===== src/rtl/dmem_ctrl.sv =====
// rtl/dmem_ctrl.sv - data-memory access controller (req/ack backing bus, stall, timeout); optional macro DMEM_POSTED_WRITE_EN
module dmem_ctrl #(
  parameter int          ADDR_W   = 16,
  parameter int          TIMEOUT  = 64,
  parameter logic [31:0] ERR_DATA = 32'h0000_0000
) (
  input  logic              clk,
  input  logic              rst,
  input  logic [31:0]       i_MEM_mem_DmemAddr,
  input  logic [31:0]       i_MEM_mem_DmemDataW,
  input  logic              i_MEM_mem_MemRead,
  input  logic              i_MEM_mem_MemWrite,
  output logic [31:0]       o_MEM_mem_DmemDataR,
  output logic              o_stall,
  output logic              o_AlignErr,
  output logic              o_BusErr,
  output logic              o_bus_req,
  output logic              o_bus_we,
  output logic [ADDR_W-1:0] o_bus_addr,
  output logic [31:0]       o_bus_wdata,
  input  logic              i_bus_ack,
  input  logic [31:0]       i_bus_rdata
);

  localparam int CNT_W = (TIMEOUT > 1) ? $clog2(TIMEOUT) : 1;
  localparam logic [CNT_W-1:0] CNT_LAST = CNT_W'((TIMEOUT > 0) ? TIMEOUT - 1 : 0);

`ifdef DMEM_POSTED_WRITE_EN
  localparam logic POSTED_EN = 1'b1;
`else
  localparam logic POSTED_EN = 1'b0;
`endif

  typedef enum logic [1:0] {IDLE, BUSY, DONE} state_t;

  state_t            state_q, state_d;
  logic [ADDR_W-1:0] addr_q;
  logic [31:0]       wdata_q;
  logic              we_q;
  logic              posted_q;
  logic [CNT_W-1:0]  cnt_q;
  logic [31:0]       data_q;
  logic [31:0]       hold_q;
  logic              acc, mis, capture, timeout_hit;
  logic              unused_addr_hi;

  assign acc = i_MEM_mem_MemRead | i_MEM_mem_MemWrite;
  assign mis = acc & (i_MEM_mem_DmemAddr[1:0] != 2'b00);

  // Upper byte-address bits lie beyond the backing bus and are intentionally dropped.
  assign unused_addr_hi = ^i_MEM_mem_DmemAddr[31:ADDR_W+2];

  assign o_bus_addr  = addr_q;
  assign o_bus_we    = we_q;
  assign o_bus_wdata = wdata_q;

  // State register; reset abandons any access in flight.
  always_ff @(posedge clk or posedge rst) begin
    if (rst) state_q <= IDLE;
    else     state_q <= state_d;
  end

  // Next state, stall/handshake outputs and the load-data mux.
  always_comb begin
    state_d             = state_q;
    capture             = 1'b0;
    timeout_hit         = 1'b0;
    o_stall             = 1'b0;
    o_AlignErr          = 1'b0;
    o_BusErr            = 1'b0;
    o_bus_req           = 1'b0;
    o_MEM_mem_DmemDataR = hold_q;
    case (state_q)
      IDLE: begin
        if (acc && !mis) begin
          capture = 1'b1;
          state_d = BUSY;
          // A posted store lets the pipeline run on; everything else blocks.
          o_stall = !(POSTED_EN && i_MEM_mem_MemWrite);
        end else if (mis) begin
          o_AlignErr          = 1'b1;
          o_MEM_mem_DmemDataR = ERR_DATA;
        end
      end
      BUSY: begin
        o_bus_req = 1'b1;
        // During a posted store only a newly presented access must wait.
        o_stall   = posted_q ? acc : 1'b1;
        if (i_bus_ack) begin
          state_d = posted_q ? IDLE : DONE;
        end else if ((TIMEOUT != 0) && (cnt_q == CNT_LAST)) begin
          timeout_hit = 1'b1;
          o_BusErr    = 1'b1;
          state_d     = posted_q ? IDLE : DONE;
        end
      end
      DONE: begin
        o_MEM_mem_DmemDataR = data_q;
        state_d             = IDLE;
      end
      default: state_d = IDLE;
    endcase
  end

  // Request capture, BUSY cycle counter, read-data register and held load output.
  always_ff @(posedge clk or posedge rst) begin
    if (rst) begin
      addr_q   <= '0;
      wdata_q  <= '0;
      we_q     <= 1'b0;
      posted_q <= 1'b0;
      cnt_q    <= '0;
      data_q   <= '0;
      hold_q   <= '0;
    end else begin
      hold_q <= o_MEM_mem_DmemDataR;
      if (capture) begin
        addr_q   <= i_MEM_mem_DmemAddr[ADDR_W+1:2];
        wdata_q  <= i_MEM_mem_DmemDataW;
        we_q     <= i_MEM_mem_MemWrite;
        posted_q <= POSTED_EN & i_MEM_mem_MemWrite;
      end
      if ((state_q == BUSY) && (state_d == BUSY)) cnt_q <= cnt_q + CNT_W'(1);
      else                                        cnt_q <= '0;
      if (state_q == BUSY) begin
        if (i_bus_ack) begin
          if (!we_q) data_q <= i_bus_rdata;
        end else if (timeout_hit) begin
          data_q <= ERR_DATA;
        end
      end
    end
  end

endmodule


===== config.mk =====
export PLATFORM = sky130hd
export DESIGN_NAME = dmem_ctrl
export DESIGN_NICKNAME = d
export VERILOG_FILES = /design/src/rtl/dmem_ctrl.sv
export SDC_FILE = /design/constraint.sdc
export NUM_CORES = 1
export LEC_CHECK = 0
export ABC_CLOCK_PERIOD_IN_PS = 4690
export CORE_UTILIZATION = 45
export CTS_BUF_LIST = sky130_fd_sc_hd__clkbuf_8
export DETAILED_ROUTE_END_ITERATION = 16
export PLACE_DENSITY = 0.82
export RECOVER_POWER = 50
export SYNTH_ARGS = -nofsm -noshare
export SYNTH_HDL_FRONTEND = slang
export SYNTH_SLANG_ARGS = --single-unit

===== constraint.sdc =====
create_clock -name clk -period 4.69 [get_ports clk]
set_input_delay 0.7035 -clock clk [delete_from_list [all_inputs] [get_ports clk]]
set_output_delay 0.7035 -clock clk [all_outputs]
set_load 0.02 [all_outputs]

==> run_results.csv, run 1 <==
group,metric,value,unit
yosys,ys_seq_elements,121,
power,peakVddDrop,316,uV
cts,clkLatencyLatePin,410,ps
min_path,hp-class,"reg -> reg",
job,cap_viol_max_count,1,
yosys,synth_top_cell_by_area,"dfrtp_1",
grt,grt_pass1_vias,3853,
critical_path,crit_required,3990,ps
route,first_iter_violations,144,
floorplan,die_y,105,um
grt,grt.overflow.total,0,
finish,drive_gt1_frac,0.0838,
finish,regArea,3030,sq um
power,p_sw,1.17,mW
cts,ctsLongestPathBuffers,2,
critical_path,criticalPathCategory,"in -> out",
power,combPwrFrac,0.308,
run_status,status,"finished, violations left",
cts,postCtsHoldBufs,0,
finish,antenna_cells,0,
yosys,syn-cell-area,4780,sq um
yosys,enable_flop_cells,0,
power,power.density,506,nW/um^2
floorplan,dieArea,11000,sq um
min_path,min-delay-start,"o_bus_wdata[13]",
cts,cts_resized,0,
finish,layout_top_cell,"clkdlybuf4s50_1",
timing,drv_slew,82,
timing,skew,10.3,ps
timing,grt_setup_unrepaired,"false",
critical_path,worst-path-max-fanout,14,
cts,cts_tree,"built",
critical_path,slowest_stage,"clkdlybuf4s50_1",
grt,grt.total_usage,0.227,
route,viasPerCell,5.44,
timing,finalClockPeriodUsage,0.845,
critical_path,critPathArrivalTime,3260,ps
timing,clock.fmax,252,MHz
yosys,postSynthAreaPerCell,13.1,sq um
run_status,violations,"max-capacitance violations, max-slew violations",
power,power_frac_seq,0.435,
yosys,synthArstFlopShare,1.00,
place,gp_congestion,0.767,
cts,numCtsBuffers,17,
power,power,3.55,mW
finish,syn_to_final_growth,47.0,%
floorplan,rows,37,
route,routed_wl,12100,um
timing,setup_viol,0,
critical_path,crit_path_start,"i_MEM_mem_MemWrite",
grt,grt_max_degree,82,
place,dp_hpwl,8200,um
floorplan,core,10300,sq um
finish,nFillCells,765,
critical_path,path_cells,"dlygate4sd3_1 -> o22a_1 -> o21bai_1 -> clkbuf_1 -> a22o_1 -> clkdlybuf4s50_1",
cts,cts_sinks,121,
timing,worst_pin_slew,2990,ps
cts,clk_pin_slew,70,ps
critical_path,worst_path_largest_cell_delay,660,ps
yosys,topCellsByArea,"dfrtp_1 63%, mux2_1 11%, a22o_1 5.9%",
yosys,synth.distinct_cells,34,
cts,cts_setup_buffers,0,
yosys,ys_cells,366,
yosys,flop_cell,"dfrtp_1",
cts,root_buffer,"clkbuf_8",
job,tool_warnings,40,
cts,htreeDepth,4,
timing,maxSlewHeadroom,-0.997,
critical_path,timing.rr.start,"state_q[1]",
power,pwr-share-clk,0.257,
yosys,yosys.area.top_type_share,0.634,
floorplan,io_pins,186,
route,dr_total_vias,3729,
grt,antenna_found_initial,0,
power,swShare,0.328,
finish,layout_top_cells,"165 x clkdlybuf4s50_1, 121 x dfrtp_1, 48 x mux2_1",
critical_path,crit_buf_inv,3,
route,dr.pass1.iters,4,
route,drcViolationCount,0,
timing,finalCriticalPeriod,3960,ps
route,ant_nets,0,
finish,final_nets,639,
timing,tns,0,ps
-- run 1: synthesized netlist by cell type (2+ instances only) --
cell type,instances
o21ai_1,3
clkbuf_2,3
nor3_1,4
mux2_1,48
a32oi_1,31
o21ai_0,32
nor2_1,3
xor2_1,2
buf_2,8
nand3_1,3
dfrtp_1,121
nand2_1,35
a22o_1,32
buf_1,4
clkbuf_1,14
inv_1,3
nor3b_1,3
-- run 1: sequential cells by signal, summed over array words and instances (netlist names) --
name	count
hold_q	32
o_bus_addr	16
state_q	2
o_bus_wdata	32
data_q	32
cnt_q	6
o_bus_we	1
-- run 1: per-layer routing --
layer | part of all wire | track usage
met3 | 0.048 | 0.0449
met1 | 0.43 | 0.303
met4 | 0.025 | 0.0986
met5 | 0 | 0
met2 | 0.49 | 0.361
-- run 1: path summary, 6_finish.rpt --
kind | to | slack (ps) | cells past startpoint
max in group asynchronous | hold_q[24] | 1210 | 3
worst min register to register | o_bus_wdata[13] | 490 | 1
min in group asynchronous | o_bus_addr[2] | 1690 | 2
worst max register to register | data_q[6] | 2530 | 4
worst min-delay path | o_bus_wdata[13] | 490 | 1
worst max-delay path | o_MEM_mem_DmemDataR[22] | 730 | 6
-- run 1: logic make-up after synthesis --
group / after synthesis / synth area share
DFF: 121 / 0.634
AOI/OAI and AO/OA: 103 / 0.160
and+or+nand+nor: 57 / 0.0545
muxes: 49 / 0.116
buffers and inverters: 32 / 0.0280
xor gates and xnor gates: 3 / 0.00550
adders and majority gates: 1 / 0.00262
-- run 1: per-stage QoR --
stage / hold slack, ps / utilization / area [sq um] / std cells / setup slack (ps)
detailed placement: 481 / 0.643 / 6640 / 654 / 1220
global placement: 473 / 0.643 / 6640 / 654 / 1260
floorplan: 455 / - / 4780 / 366 / 772
finish: 490 / 0.680 / 7020 / 685 / 729
CTS: 497 / 0.681 / 7040 / 685 / 1180
global route: 508 / 0.680 / 7020 / 685 / 554
-- run 1: worst reg2reg max path: cells and delay by family (launching register included) --
family	cells	cell delay, ps
buf+inv	1	350
compound gates	1	130
simple gates	2	1080
flops	1	470
-- run 1: power groups by stage --
stage / combinational (mW) / sequential (mW) / clock (mW)
2_1_floorplan: 0.432 / 1.67 / 0
3_3_place_gp: 1.08 / 1.54 / 0
3_5_place_dp: 1.11 / 1.56 / 0
4_1_cts: 1.11 / 1.54 / 0.938
5_1_grt: 1.17 / 1.59 / 0.980
6_report: 1.09 / 1.55 / 0.915
-- run 1: layout make-up --
cell class / count / share of cell area
Clock buffer: 18 / 0.0353
Inverter: 3 / 0.00160
Timing Repair Buffer: 181 / 0.253
Tap cell: 136 / 0.0242
Multi-Input combinational cell: 213 / 0.233
Sequential cell: 121 / 0.431
Clock inverter: 13 / 0.0209
Run 1, zoomed window:
Window x 69 to 89, y 16 to 36 um. Cells in gray, sequential cells in the stronger gray; small squares are vias.
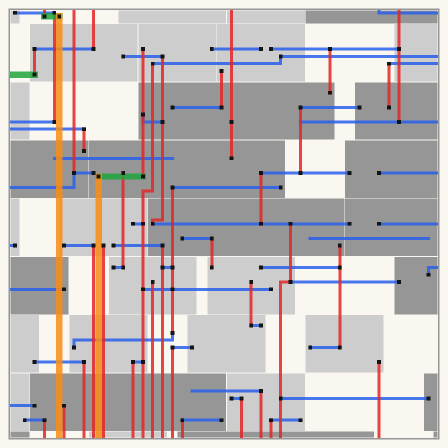
- M2: red
- M4: orange
- M1: blue
- M3: green
- most frequent: clkdlybuf4s50_1 (6), mux2_1 (4), dfrtp_1 (4)
- sequential cells in the window: 4
- netlist names of flops here include: `o_bus_addr` (3), `o_bus_wdata` (1)
- cells with their middle in the window: 15

Run 1, wiring by layer:
(4 px per um)
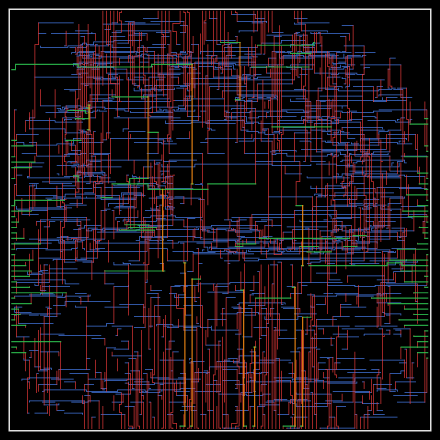
- M4: orange (wire length 299 um)
- M2: red (wire length 5950 um)
- M3: green (wire length 576 um)
- M1: blue (wire length 5230 um)

Run 1, routing congestion map:
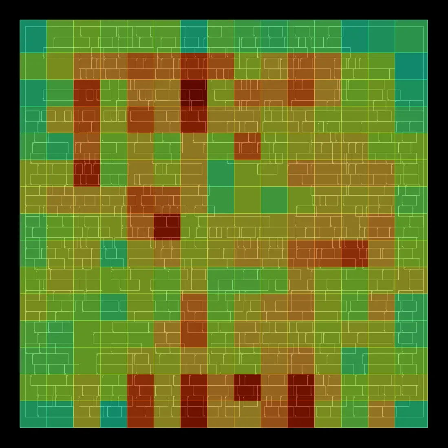
final core occ: 0.680
met3 Use GR: 0.0449
post-DR wirelength/cell: 17.6 um
met2 Resource Use GR: 0.361

Run 1, clock distribution:
(3 px per um)
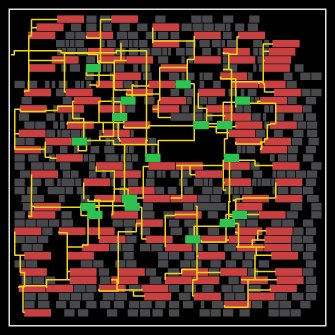

==> inputs of run 2 (changes only) <==
- ABC_CLOCK_PERIOD_IN_PS: 4690 -> 3400
- CORE_UTILIZATION: 45 -> 41
- PLACE_DENSITY: 0.82 -> 0.79
- clock period: 4.69 -> 3.4 ns (I/O delays scaled with it)
Run 2, clock distribution:
(2 px per um)
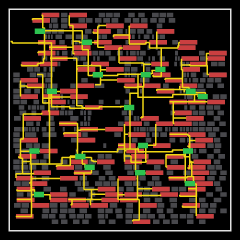
- clock wires: yellow (length 1510 um)
- flip-flops: red (count 121)
- clock-net drivers: green (count 17)
- routed clock nets: 18

==> run 2 against run 1 <==
  * The flow now finishes without violations
  * Total power rose by 34%
  * Area after synthesis stayed put
  * Core utilization decreased by 6.4 points
  * Clock skew is 4.0 ps lower
  * Critical endpoint is now o_MEM_mem_DmemDataR[6]
  * Synthesized cell count unchanged
  * Worst hold slack worse by 2.8 ps
  * Non-clock buffer count grew 2
  * Sequential share of layout area up 0.10 points
  * Flip-flop count is the same
  * Via count up 0.75%
  * Cell area decreased by 0.23%
  * Final cell count grew 1.3%
==> run_results.csv, run 2 <==
group,metric,value,unit
route,ant_nets,0,
route,viasPerCell,5.41,
job,tool_warnings,40,
yosys,ys_top_cells_by_count,"121 x dfrtp_1, 48 x mux2_1, 35 x nand2_1",
yosys,flop_cell,"dfrtp_1",
yosys,syn-cell-area,4780,sq um
critical_path,crit_required,2890,ps
cts,cts_tree,"built",
timing,maxSlewHeadroom,0.0429,
yosys,logic_family,"AND-OR/OR-AND gates",
place,dpl_cell_area,6690,sq um
finish,design_area,7000,sq um
job,cap_viol_max_count,0,
grt,grt.total_usage,0.216,
yosys,ys_sh_adder,0.00262,
yosys,topCellsByArea,"dfrtp_1 63%, mux2_1 11%, a22o_1 5.9%",
finish,layout_top_cells,"168 x clkdlybuf4s50_1, 121 x dfrtp_1, 48 x mux2_1",
finish,finish.utilization,0.616,
route,routed_wl,12100,um
yosys,enable_flop_cells,0,
cts,cts_sinks,121,
route,dr_total_vias,3757,
yosys,ys_sh_aoi,0.160,
place,dp_hpwl,8280,um
run_status,status,"complete, no violations",
critical_path,timing.rr.start,"state_q[0]",
grt,grt.overflow.total,0,
cts,cts_resized,0,
critical_path,reg2reg_slack,900,ps
min_path,min-delay-start,"o_bus_addr[11]",
floorplan,rows,39,
critical_path,worst_path_largest_cell_delay,640,ps
yosys,yosys.cell_count.top_type,"dfrtp_1",
timing,drv_slew,0,
yosys,postSynthAreaPerCell,13.1,sq um
timing,worst_slack,223,ps
cts,htreeDepth,4,
cts,clk_pin_slew,60,ps
yosys,synthArstFlopShare,1.00,
floorplan,io_pins,186,
yosys,ys_seq_elements,121,
finish,final_nets,641,
finish,syn_to_final_growth,46.6,%
timing,skew,6.27,ps
timing,setup_viol,0,
power,peakVddDrop,421,uV
route,wl_per_cell,17.5,um
critical_path,path_cells,"dlygate4sd3_1 -> o22a_1 -> o21bai_1 -> buf_12 -> a22o_1 -> clkdlybuf4s50_1",
yosys,ys_cells,366,
timing,clock.fmax,315,MHz
finish,antenna_cells,0,
timing,grt_setup_unrepaired,"false",
grt,grt_pass1_vias,3826,
yosys,mux_area_frac,0.116,
critical_path,slowest_stage,"clkdlybuf4s50_1",
yosys,ys_sh_xor,0.00550,
critical_path,criticalPathCategory,"in -> out",
timing,finalClockPeriodUsage,0.934,
cts,ctsLongestPathBuffers,2,
timing,worst_pin_slew,1440,ps
Run 2, zoomed window:
Window x 72 to 92, y 17 to 37 um. Cells in gray, sequential cells in the stronger gray; small squares are vias.
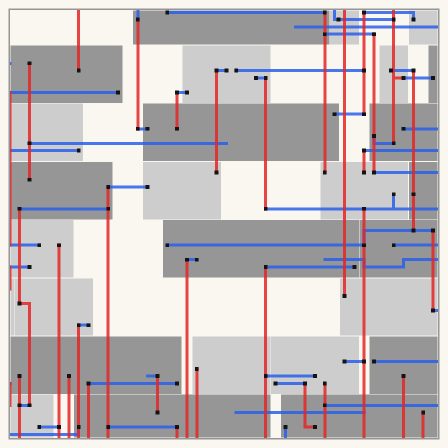
- M2: red
- M1: blue
- cells with their middle in the window: 19
- netlist names of flops here include: `o_bus_wdata` (8)
- most frequent: dfrtp_1 (8), mux2_1 (4), clkdlybuf4s50_1 (4)
- sequential cells in the window: 8

==> run 2: power by group <==
| part | total, mW | internal [mW] | switching (mW) |
|---|---|---|---|
| clock network | 1.09 | 0.576 | 0.519 |
| logic | 1.52 | 0.767 | 0.756 |
| registers | 2.13 | 1.87 | 0.265 |
| total | 4.75 | 3.21 | 1.54 |
==> run 2: final cells by class <==
type,instances,area [sq um]
inverters,3,12.5
multi-input cells,213,1640
flip-flops and latches,121,3030
repair buffers,183,1810
clock buffers,22,303
well taps,143,179
fillers,914,4370
clock inverters,9,36.3
==> run 2: path summary, 6_finish.rpt <==
path / to / cells after the start
max reg2reg: o_bus_wdata[22] / 4
min in group asynchronous: o_bus_addr[5] / 2
max in group asynchronous: data_q[4] / 3
min: o_bus_addr[11] / 1
min reg2reg: o_bus_addr[11] / 1
max: o_MEM_mem_DmemDataR[6] / 6
==> run 2: metrics by stage <==
step / instances / hold slack [ps]
2_1_floorplan: 366 / 455
3_3_place_gp: 663 / 473
3_5_place_dp: 663 / 483
4_1_cts: 694 / 473
5_1_grt: 694 / 510
6_report: 694 / 488
==> run 2: cells by family (layout without fill, tap and decap cells) <==
kind of cell,after synthesis,in the layout
compound gates,103,103
xor+xnor,3,3
fa+ha+maj,1,1
buf+inv,32,217
flops,121,121
mux,49,49
simple gates,57,57
==> run 2: per-layer routing <==
metal | up-vias | track usage | part of all wire
met2 | 145 | 0.342 | 0.51
met5 | - | 0 | 0
li1 | 1712 | - | -
met1 | 1877 | 0.265 | 0.40
met3 | 23 | 0.0658 | 0.068
met4 | 0 | 0.111 | 0.022
==> run 2: critical path, delay by kind of cell <==
| family | cells | cell delay, ps |
|---|---|---|
| compound gates | 3 | 670 |
| buf+inv | 3 | 1480 |
Run 2, signal wires on met4:
(3 px per um) Cells faint in the background.
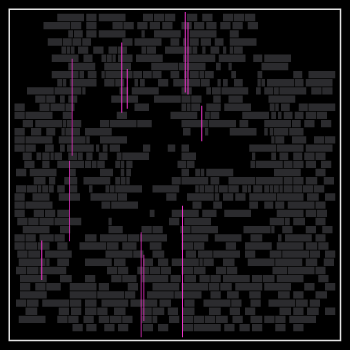

==> inputs of run 3 (changes only) <==
- CORE_MARGIN: not set -> 4
- SLEW_MARGIN: not set -> 20
Run 3, signal wires on met4:
(3 px per um) Cells faint in the background.
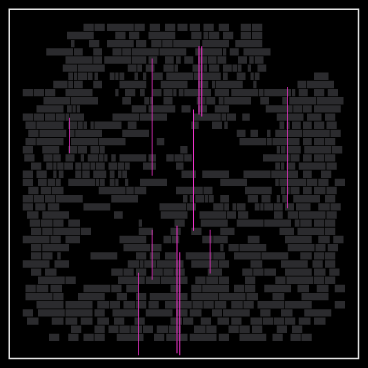
- nets with wire on the layer: 8
- main direction: vertical
- share of all routed wire: 2.5%
- wire length on this layer: 310 um
- longest straight run: 42.2 um

==> run 3 against run 2 <==
  * The run now ends with max-capacitance violations, max-slew violations left
  * Flip-flop count unchanged
  * Synthesized cell count unchanged
  * Routed wire length increased by 4.0%
  * Critical path type unchanged
  * Critical endpoint is now o_MEM_mem_DmemDataR[16]
==> run_results.csv, run 3 <==
group,metric,value,unit
critical_path,worst-path-max-fanout,18,
finish,nFillCells,923,
run_status,status,"finished, violations left",
floorplan,dieArea,13400,sq um
yosys,synth.distinct_cells,34,
grt,grt_max_degree,122,
power,peakVddDrop,385,uV
route,dr.pass1.iters,4,
job,tool_warnings,42,
min_path,hold_path_end,"o_bus_addr[13]",
job,cap_viol_max_count,1,
yosys,ys_seq_elements,121,
critical_path,path_cells,"dlygate4sd3_1 -> o22a_1 -> o21bai_2 -> buf_4 -> a22o_1 -> clkdlybuf4s50_1",
critical_path,reg2reg_depth,4,
yosys,yosys.area.top_type_share,0.634,
yosys,postSynthAreaPerCell,13.1,sq um
timing,skew,9.41,ps
critical_path,reg2reg_slack,850,ps
min_path,hold_depth,1,
finish,syn_to_final_growth,46.1,%
place,dp_hpwl,8810,um
yosys,enable_flop_cells,0,
run_status,violations,"max-capacitance violations, max-slew violations",
critical_path,crit_buf_inv,3,
yosys,synthArstFlopShare,1.00,
critical_path,crit_path_start,"i_MEM_mem_MemWrite",
route,first_iter_violations,212,
timing,drv_slew,122,
finish,final_nets,640,
cts,ctsLongestPathBuffers,2,
cts,numCtsBuffers,17,
cts,htreeDepth,4,
critical_path,slowest_stage,"clkdlybuf4s50_1",
cts,cts_setup_buffers,0,
critical_path,timing.rr.end,"o_bus_wdata[29]",
route,viasPerCell,5.41,
min_path,hp-class,"reg -> reg",
finish,layout_top_cells,"167 x clkdlybuf4s50_1, 121 x dfrtp_1, 48 x mux2_1",
route,drcViolationCount,0,
critical_path,worst_path_largest_cell_delay,640,ps
critical_path,crit_required,2890,ps
timing,finalClockPeriodUsage,0.935,
finish,fin_cells,693,
place,pre_cts_ws,343,ps
timing,worst_slack,222,ps
cts,clkLatencyLatePin,430,ps
power,power,4.70,mW
grt,use_met3,0.0621,
yosys,ys_top_cells_by_count,"121 x dfrtp_1, 48 x mux2_1, 35 x nand2_1",
grt,met2_usage,0.308,
grt,grt.overflow.total,0,
Run 3, clock distribution:
(2 px per um)
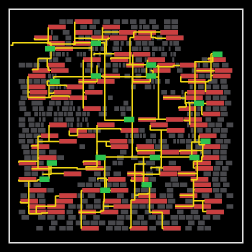
- clock wires: yellow (length 1460 um)
- flip-flops: red (count 121)
- clock-net drivers: green (count 17)
- flops lie: widely spread

==> run 3: cell counts after synthesis <==
Identical to the previous run, type by type.
==> run 3: layout make-up <==
cell class / count / area (sq um) / area share
Sequential cell: 121 / 3030 / 0.434
Timing Repair Buffer: 182 / 1790 / 0.257
Multi-Input combinational cell: 213 / 1640 / 0.236
Clock buffer: 20 / 275 / 0.0394
Tap cell: 143 / 179 / 0.0256
Clock inverter: 11 / 45.0 / 0.00646
Inverter: 3 / 15.0 / 0.00215
==> run 3: where the power goes <==
group | switching [mW] | internal (mW)
registers | 0.267 | 1.87
clock network | 0.510 | 0.531
logic | 0.762 | 0.763
total | 1.54 | 3.16
==> run 3: worst max-delay path by stage <==
stage,end,slack [ps],cells past startpoint
finish,o_MEM_mem_DmemDataR[16],220,6
CTS,o_MEM_mem_DmemDataR[16],330,6
floorplan,o_MEM_mem_DmemDataR[0],1350,4
detailed placement,o_MEM_mem_DmemDataR[31],340,6
global placement,o_MEM_mem_DmemDataR[31],380,6
global route,o_MEM_mem_DmemDataR[31],170,6
==> run 3: kinds of logic (layout without fill, tap and decap cells) <==
logic type	after synthesis	count (layout)	share of synthesized area
DFF	121	121	0.634
AOI/OAI and AO/OA	103	103	0.160
and+or+nand+nor	57	57	0.0545
muxes	49	49	0.116
buffers and inverters	32	216	0.0280
xor gates and xnor gates	3	3	0.00550
adders and majority gates	1	1	0.00262
==> run 3: stage by stage <==
step	util	hold WS (ps)	instance area, sq um
6_report	0.611	489	6980
5_1_grt	0.611	502	6980
4_1_cts	0.612	495	6990
3_5_place_dp	0.584	480	6670
3_3_place_gp	0.584	473	6670
2_1_floorplan	-	455	4780
==> run 3: metal layers <==
layer / up-vias / routed length, um
met2: 167 / 6300
met5: - / 0
met3: 25 / 975
li1: 1701 / -
met4: 0 / 310
met1: 1856 / 5010
Power and IR drop assume default switching activity.
